Figure 1. Wire density map.
Drawn at 8 px/micron. The die is cut into 11 by 11 equal tiles; dark purple is low, yellow is high, scaled to the fullest tile. Values are wire area over tile area, all layers added.
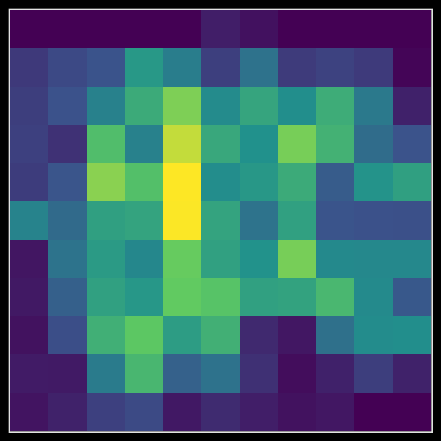
Figure 2. Cells by drive strength.
Drawn at 4 px/micron.
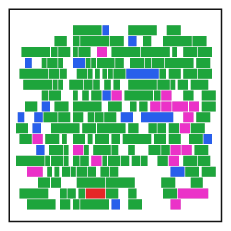
Figure 3. Floorplan with the power grid.
Drawn at 10 px/micron. Pins as bars on the die edge.
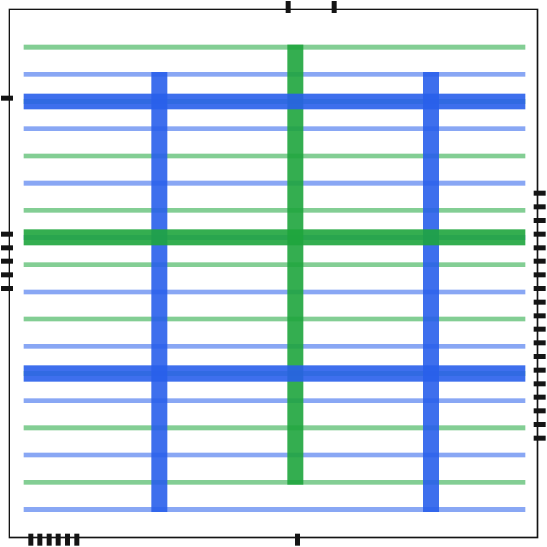
Figure 4. Sequential cells grouped by signal name.
Drawn at 8 px/micron. Other sequential cells in the stronger gray, the rest of the logic in the fainter gray.
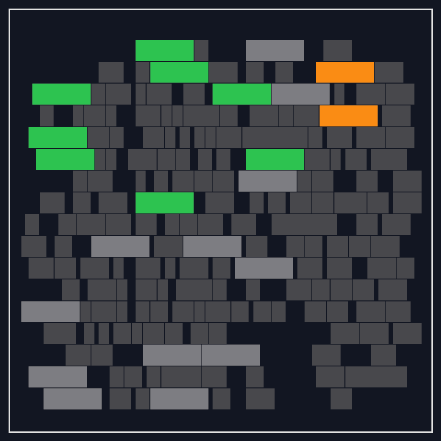
`config.mk`:
```
export PLATFORM = sky130hd
export DESIGN_NAME = timer_irq_ctrl_flat
export DESIGN_NICKNAME = d
export VERILOG_FILES = /design/src/rtl/timer_irq_pkg.sv /design/src/rtl/timer_irq_ctrl_if.sv /design/src/rtl/irq_event_channel.sv /design/src/rtl/timer_irq_ctrl.sv /design/src/flat_wrapper.sv
export SDC_FILE = /design/constraint.sdc
export NUM_CORES = 1
export LEC_CHECK = 0
export CORE_UTILIZATION = 52
export DETAILED_ROUTE_END_ITERATION = 12
export PLACE_DENSITY = 0.91
export SLEW_MARGIN = 30
export SYNTH_ARGS = -nofsm -noshare
export SYNTH_HDL_FRONTEND = slang
export SYNTH_SLANG_ARGS = --single-unit
```
`constraint.sdc`:
```
create_clock -name PCLK -period 3.6 [get_ports PCLK]
set_input_delay 0.9 -clock PCLK [delete_from_list [all_inputs] [get_ports PCLK]]
set_output_delay 0.9 -clock PCLK [all_outputs]
set_load 0.01 [all_outputs]
```
`src/rtl/timer_irq_pkg.sv`:
```
`default_nettype none
// ============================================================================
// Module   : timer_irq_pkg
// Brief    : Shared register map, IRQ bit indices and counter limit.
// Revision : 1.0
// ============================================================================
package timer_irq_pkg;

  localparam logic [7:0] IER_ADDR  = 8'h00;
  localparam logic [7:0] ISR_ADDR  = 8'h01;
  localparam logic [7:0] OCNT_ADDR = 8'h02;
  localparam logic [7:0] UCNT_ADDR = 8'h03;

  localparam int IRQ_OVF_BIT = 0;
  localparam int IRQ_URF_BIT = 1;

  localparam logic [7:0] CNT_MAX = 8'hFF;

endpackage
`default_nettype wire

```
`src/rtl/timer_irq_ctrl_if.sv`:
```
`default_nettype none
// ============================================================================
// Module   : timer_irq_ctrl_if
// Brief    : APB bus bundle between software master and timer_irq_ctrl.
// Revision : 1.0
// ============================================================================
interface timer_irq_ctrl_if #(
  parameter int ADDR_WIDTH = 8,
  parameter int DATA_WIDTH = 8
);
  logic                  PSEL;
  logic                  PENABLE;
  logic                  PWRITE;
  logic [ADDR_WIDTH-1:0] PADDR;
  logic [DATA_WIDTH-1:0] PWDATA;
  logic [DATA_WIDTH-1:0] PRDATA;
  logic                  PREADY;
  logic                  PSLVERR;

  modport master (
    output PSEL, PENABLE, PWRITE, PADDR, PWDATA,
    input  PRDATA, PREADY, PSLVERR
  );

  modport slave (
    input  PSEL, PENABLE, PWRITE, PADDR, PWDATA,
    output PRDATA, PREADY, PSLVERR
  );
endinterface
`default_nettype wire

```
`src/rtl/irq_event_channel.sv`:
```
`default_nettype none
// ============================================================================
// Module   : irq_event_channel
// Brief    : Rising-edge detect, sticky pending flag and saturating counter.
// Revision : 1.0
// ============================================================================
module irq_event_channel
  import timer_irq_pkg::*;
(
  input  logic       clk,
  input  logic       rst,
  input  logic       evt_in,
  input  logic       pend_clr,
  input  logic       cnt_clr,
  output logic       pending,
  output logic [7:0] count
);

  logic r_prev;
  logic r_pending;
  logic [7:0] r_count;
  logic w_evt;

  assign w_evt = evt_in & ~r_prev;

  // prev resets high so a level already asserted at reset release is ignored
  always_ff @(posedge clk) begin
    if (rst) begin
      r_prev <= 1'b1;
    end else begin
      r_prev <= evt_in;
    end
  end

  always_ff @(posedge clk) begin
    if (rst) begin
      r_pending <= 1'b0;
    end else if (w_evt) begin
      r_pending <= 1'b1;
    end else if (pend_clr) begin
      r_pending <= 1'b0;
    end
  end

  // A clear coinciding with an event leaves the event counted
  always_ff @(posedge clk) begin
    if (rst) begin
      r_count <= 8'h00;
    end else if (cnt_clr) begin
      r_count <= w_evt ? 8'h01 : 8'h00;
    end else if (w_evt && (r_count != CNT_MAX)) begin
      r_count <= r_count + 8'h01;
    end
  end

  assign pending = r_pending;
  assign count   = r_count;

endmodule
`default_nettype wire

```
`src/rtl/timer_irq_ctrl.sv`:
```
`default_nettype none
// ============================================================================
// Module   : timer_irq_ctrl
// Brief    : APB-programmed interrupt controller for timer OVF/URF events.
// Revision : 1.0
// ============================================================================
module timer_irq_ctrl
  import timer_irq_pkg::*;
#(
  parameter int ADDR_WIDTH = 8,
  parameter int DATA_WIDTH = 8
) (
  input  logic              PCLK,
  input  logic              PRESET,
  timer_irq_ctrl_if.slave   apb,
  input  logic              TMR_OVF,
  input  logic              TMR_URF,
  output logic              TMR_IRQ
);

  logic       w_access;
  logic       w_addr_ok;
  logic [1:0] w_sel;
  logic       w_wr;
  logic       w_rd;
  logic       w_ier_we;
  logic       w_isr_we;
  logic [1:0] w_pend_clr;
  logic       w_ocnt_clr;
  logic       w_ucnt_clr;
  logic [1:0] w_pend;
  logic [7:0] w_ocnt;
  logic [7:0] w_ucnt;
  logic [7:0] w_rd8;
  logic [1:0] r_ier;
  logic       w_unused;

  assign w_access  = apb.PSEL & apb.PENABLE & ~PRESET;
  assign w_addr_ok = (apb.PADDR <= ADDR_WIDTH'(UCNT_ADDR));
  assign w_sel     = apb.PADDR[1:0];
  assign w_wr      = w_access & apb.PWRITE & w_addr_ok;
  assign w_rd      = w_access & ~apb.PWRITE & w_addr_ok;

  assign w_ier_we   = w_wr & (w_sel == IER_ADDR[1:0]);
  assign w_isr_we   = w_wr & (w_sel == ISR_ADDR[1:0]);
  assign w_ocnt_clr = w_wr & (w_sel == OCNT_ADDR[1:0]);
  assign w_ucnt_clr = w_wr & (w_sel == UCNT_ADDR[1:0]);
  assign w_pend_clr = {2{w_isr_we}} & apb.PWDATA[1:0];

  assign w_unused = &{1'b0, apb.PWDATA[DATA_WIDTH-1:2]};

  irq_event_channel u_ovf (
    .clk      (PCLK),
    .rst      (PRESET),
    .evt_in   (TMR_OVF),
    .pend_clr (w_pend_clr[IRQ_OVF_BIT]),
    .cnt_clr  (w_ocnt_clr),
    .pending  (w_pend[IRQ_OVF_BIT]),
    .count    (w_ocnt)
  );

  irq_event_channel u_urf (
    .clk      (PCLK),
    .rst      (PRESET),
    .evt_in   (TMR_URF),
    .pend_clr (w_pend_clr[IRQ_URF_BIT]),
    .cnt_clr  (w_ucnt_clr),
    .pending  (w_pend[IRQ_URF_BIT]),
    .count    (w_ucnt)
  );

  always_ff @(posedge PCLK) begin
    if (PRESET) begin
      r_ier <= 2'b00;
    end else if (w_ier_we) begin
      r_ier <= apb.PWDATA[1:0];
    end
  end

  always_comb begin
    w_rd8 = 8'h00;
    case (w_sel)
      2'd0:    w_rd8 = {6'b0, r_ier};
      2'd1:    w_rd8 = {6'b0, w_pend};
      2'd2:    w_rd8 = w_ocnt;
      default: w_rd8 = w_ucnt;
    endcase
  end

  // Bus outputs are forced low while reset is held, aborting any transfer
  assign apb.PREADY  = w_access;
  assign apb.PSLVERR = w_access & ~w_addr_ok;
  assign apb.PRDATA  = w_rd ? DATA_WIDTH'(w_rd8) : '0;

  assign TMR_IRQ = |(w_pend & r_ier);

endmodule
`default_nettype wire

```
`src/flat_wrapper.sv`:
```
// flat-port wrapper written by rule: the top's interface ports become plain ports
module timer_irq_ctrl_flat import timer_irq_pkg::*;
#(
  parameter int ADDR_WIDTH = 8,
  parameter int DATA_WIDTH = 8
)
  (PCLK, PRESET, TMR_OVF, TMR_URF, TMR_IRQ, apb_PSEL, apb_PENABLE, apb_PWRITE, apb_PADDR, apb_PWDATA, apb_PRDATA, apb_PREADY, apb_PSLVERR);
  timer_irq_ctrl_if #(.ADDR_WIDTH(ADDR_WIDTH), .DATA_WIDTH(DATA_WIDTH)) apb_i ();
  input  logic PCLK;
  input  logic PRESET;
  input  logic TMR_OVF;
  input  logic TMR_URF;
  output logic TMR_IRQ;
  input wire logic [$bits(apb_i.PSEL)-1:0] apb_PSEL;
  input wire logic [$bits(apb_i.PENABLE)-1:0] apb_PENABLE;
  input wire logic [$bits(apb_i.PWRITE)-1:0] apb_PWRITE;
  input wire logic [$bits(apb_i.PADDR)-1:0] apb_PADDR;
  input wire logic [$bits(apb_i.PWDATA)-1:0] apb_PWDATA;
  output wire logic [$bits(apb_i.PRDATA)-1:0] apb_PRDATA;
  output wire logic [$bits(apb_i.PREADY)-1:0] apb_PREADY;
  output wire logic [$bits(apb_i.PSLVERR)-1:0] apb_PSLVERR;
  assign apb_i.PSEL = apb_PSEL;
  assign apb_i.PENABLE = apb_PENABLE;
  assign apb_i.PWRITE = apb_PWRITE;
  assign apb_i.PADDR = apb_PADDR;
  assign apb_i.PWDATA = apb_PWDATA;
  assign apb_PRDATA = apb_i.PRDATA;
  assign apb_PREADY = apb_i.PREADY;
  assign apb_PSLVERR = apb_i.PSLVERR;
  timer_irq_ctrl #(.ADDR_WIDTH(ADDR_WIDTH), .DATA_WIDTH(DATA_WIDTH)) u_core (.PCLK(PCLK), .PRESET(PRESET), .apb(apb_i), .TMR_OVF(TMR_OVF), .TMR_URF(TMR_URF), .TMR_IRQ(TMR_IRQ));
endmodule
```
==> flow_metrics.env <==
# flow metrics
export IMPL_status="finished clean"
export IMPL_top_area_share_pct=32.99
export IMPL_edf_count=0
export IMPL_die_width_microns=52.67
export IMPL_worst_path_max_delay_cell="clkdlybuf4s50_1"
export IMPL_ys_sh_simple_pct=32.80
export IMPL_grt_first_pass_wirelength_microns=5533
export IMPL_min_period_over_period_pct=97.40
export IMPL_drt_met1_wl_microns=1431
export IMPL_core_area_sq_mm=0.002318
export IMPL_num_nets_final=213
export IMPL_drtAntennaViolNets=0
export IMPL_buf_share_pct=19.94
export IMPL_cp_arrival_ns=2.61
export IMPL_hp_class="reg2reg"
export IMPL_ys_top_cells_by_area="dfxtp_1 (33%), mux2i_1 (7.5%), nor2_1 (3.7%)"
export IMPL_clkPwrFrac_pct=30.8
export IMPL_ys_flops=22
export IMPL_grtUsageMet2_pct=49.58
export IMPL_routed_top_layer="met4"
export IMPL_critPathMaxStageDelay_ns=0.56
export IMPL_met3_length_microns=216
export IMPL_yosysTopAreaCell="dfxtp_1"
export IMPL_die_h_microns=52.67
export IMPL_p_sw_mw=0.1049
export IMPL_hpwl_microns=2503
export IMPL_relSlewSlack_pct=65.66
export IMPL_drt_iter0_drc=53
export IMPL_comb_power_mw=0.0585
export IMPL_grtUsageTotal_pct=27.86
export IMPL_fp_nets=175
export IMPL_flops=22
export IMPL_n_all_buffers=39
export IMPL_pwr_share_comb_pct=13.1
export IMPL_clkCellAreaFrac_pct=2.118
export IMPL_fillerInstances=185
export IMPL_cts_sinks=22
export IMPL_p_leak_nw=0.6365
export IMPL_cts_tree="built"
export IMPL_seqAreaFraction_pct=25.71
export IMPL_period_minus_slack_ns=3.506
export IMPL_wl_microns=3451
export IMPL_clk_power_mw=0.138
export IMPL_max_cap_violations=0
export IMPL_top_cells_by_count="dfxtp_1 (22), nor2_1 (13), mux2i_1 (10)"
export IMPL_largestClassByArea="combinational gates"
export IMPL_crit_type="in2out"
export IMPL_top_cell="dfxtp_1"
export IMPL_die_area_sq_mm=0.002774
export IMPL_grt_max_degree=13
export IMPL_groute_layer_met3_usage_pct=4.928
export IMPL_setup_viol=0
export IMPL_clk_pin_slew_ns=0.12
export IMPL_ff2ff_setup_slack_ns=1.89
export IMPL_overflow=0
export IMPL_cts_root_buffer="clkbuf_4"
export IMPL_final_core_util_pct=73.88
export IMPL_crit_family="buffers and inverters"
export IMPL_power_group_top="registers"
export IMPL_logic_gates=118
export IMPL_port_buffers=27
export IMPL_synth_warnings=0
export IMPL_p_per_area_mw_per_mm2=261.4
export IMPL_internal_power_mw=0.3428
export IMPL_slew_violations=0
export IMPL_nClkBuffers=4
export IMPL_fmax_mhz=285.2
export IMPL_htree_levels=1
export IMPL_ys_area_sq_mm=0.001335
export IMPL_p_seq_mw=0.251
export IMPL_cp_required_ns=2.70
export IMPL_synth_distinct_cells=50
export IMPL_clk_latency_ns=0.31
export IMPL_logic_area_sq_um=844.6
export IMPL_cts_buffers=3
export IMPL_power_frac_seq_pct=56.1
export IMPL_finalPower_mw=0.4477
export IMPL_final_setup_skew_ns=0.004999
export IMPL_ys_sh_adder_pct=1.874
export IMPL_n_tap_cell=28
export IMPL_fp_util_pct=57.58
export IMPL_ys_cells=150
export IMPL_flop_cell="dfxtp_1"
export IMPL_wl_met2_microns=1733
export IMPL_num_vias=1318
export IMPL_post_drt_via_cell_ratio=6.130
export IMPL_clk_path_buf_depth=2
export IMPL_ys_seq_share_pct=32.99
export IMPL_critPathBufInv=3
export IMPL_grt_antenna_before_repair=0
export IMPL_synth_area_per_cell_sq_um=8.900
export IMPL_synthAoiAreaFrac_pct=14.90
export IMPL_ir_drop_mv=0.2664
export IMPL_drt_pass1_iterations=4
export IMPL_worstMarginPinSlew_ns=0.5021
export IMPL_wire_per_inst_microns=16.05
export IMPL_crit_chain="clkdlybuf4s50_1 -> buf_4 -> mux4_2 -> nor3b_1 -> clkdlybuf4s50_1"
export IMPL_drc=0
export IMPL_gp_congestion=0.8448
export IMPL_cp_end_kind="output pin"
export IMPL_sh_comb_area_pct=49.31
export IMPL_crit_fanout=12
export IMPL_crit_top_cell="clkdlybuf4s50_1"
export IMPL_busiest_layer="met2"
export IMPL_gr_usage_met1_pct=30.96
export IMPL_grt_pass1_vias=1287
export IMPL_rows=17
export IMPL_ys_sh_xor_pct=2.624
export IMPL_drive_gt1_share_pct=18.72
export IMPL_hold_viol=0
export IMPL_seqCellArea_sq_um=440.4
export IMPL_nNonClkInverters=4
export IMPL_syn_inst=150
export IMPL_mux_area_share_pct=10.87
export IMPL_swShare_pct=23.44
export IMPL_grt_setup_unrepaired="no"
export IMPL_cts_hold_buf=0
export IMPL_logic_family="simple AND/OR/NAND/NOR gates"
export IMPL_warning_count=32
export IMPL_ios=34
export IMPL_synthArstFlopShare_pct=0
export IMPL_diodes=0
export IMPL_crit_path_start_kind="input pin"
export IMPL_syn_to_final_growth_pct=28.30
export IMPL_syn_area_sq_mm=0.001335
Back to the opening pictures, Figure 1:
33% of the tiles are over half the peak. The densest ninth of the die: center. The fullest tile reaches 0.56. The mean over all tiles is 0.20. 9.9% of the tiles are nearly empty.

Back to the opening pictures, Figure 2:
Key: x3 and x4 = magenta [cells 18, share 9.6%, most used buf_4]; x1 and smaller = green [cells 152, share 81%, most used dfxtp_1]; x6 and larger = red [cells 1, share 0.53%, most used clkbuf_8]; x2 = blue [cells 16, share 8.6%, most used nor2_2]

Back to the opening pictures, Figure 3:
Key: VDD = green; VSS = blue
3 straps on met4. The core has 17 rows. 34 signal pins sit on the boundary.

Back to the opening pictures, Figure 4:
Key: u_core.r_ier = orange [placed flops 2]; u_core.u_urf.count = green [placed flops 8]
Another 12 sequential cells are not colored.

-- flip-flops by register name, summed over array words and instances (netlist names) --
signal / count
u_core.r_ier: 2
u_core.u_ovf.count: 8
u_core.u_ovf.pending: 1
u_core.u_ovf.r_prev: 1
u_core.u_urf.count: 8
u_core.u_urf.pending: 1
u_core.u_urf.r_prev: 1
-- repair_timing --
item                                    in CTS  in global routing
endpoints found under the setup margin       6                  4
pin swaps                                    3                  3
resized                                     15                  3
setup buffers                                3                  0
cloned                                       0                  0
-- per-stage QoR --
| step | hold WS (ns) | setup TNS, ns | worst slack [ns] | cell area [sq um] | instances |
|---|---|---|---|---|---|
| 3_3_place_gp | 0.4794 | -1.819 | -0.3257 | 1670 | 208 |
| 2_1_floorplan | 0.4569 | 0 | 0.6618 | 1335 | 150 |
| 3_5_place_dp | 0.4884 | -1.975 | -0.3492 | 1670 | 208 |
| 4_1_cts | 0.5038 | 0 | 0.02001 | 1722 | 215 |
| 5_1_grt | 0.5241 | 0 | 0.003370 | 1713 | 215 |
| 6_report | 0.5058 | 0 | 0.09359 | 1713 | 215 |
-- cells in the final DEF, fill, tap and decap left out, types with 4 or more instances in the layout --
cell type	n
clkdlybuf4s50_1	18
mux2i_1	10
dfxtp_1	22
o21ai_0	4
nand3_1	5
dlygate4sd2_1	5
nor2_2	6
nor2_1	13
inv_1	4
nand4b_1	4
nand2_1	7
buf_4	12
nand4_1	4
a21oi_1	9
a211oi_1	4
-- final timing paths --
check / from / to / cells past startpoint
hold reg to reg: u_core.u_urf.count[4] / u_core.u_urf.count[4] / 2
hold / removal: u_core.u_urf.count[4] / u_core.u_urf.count[4] / 2
setup reg to reg: u_core.u_ovf.count[0] / u_core.u_ovf.count[6] / 5
setup / recovery: apb_PADDR[0] / apb_PRDATA[0] / 5
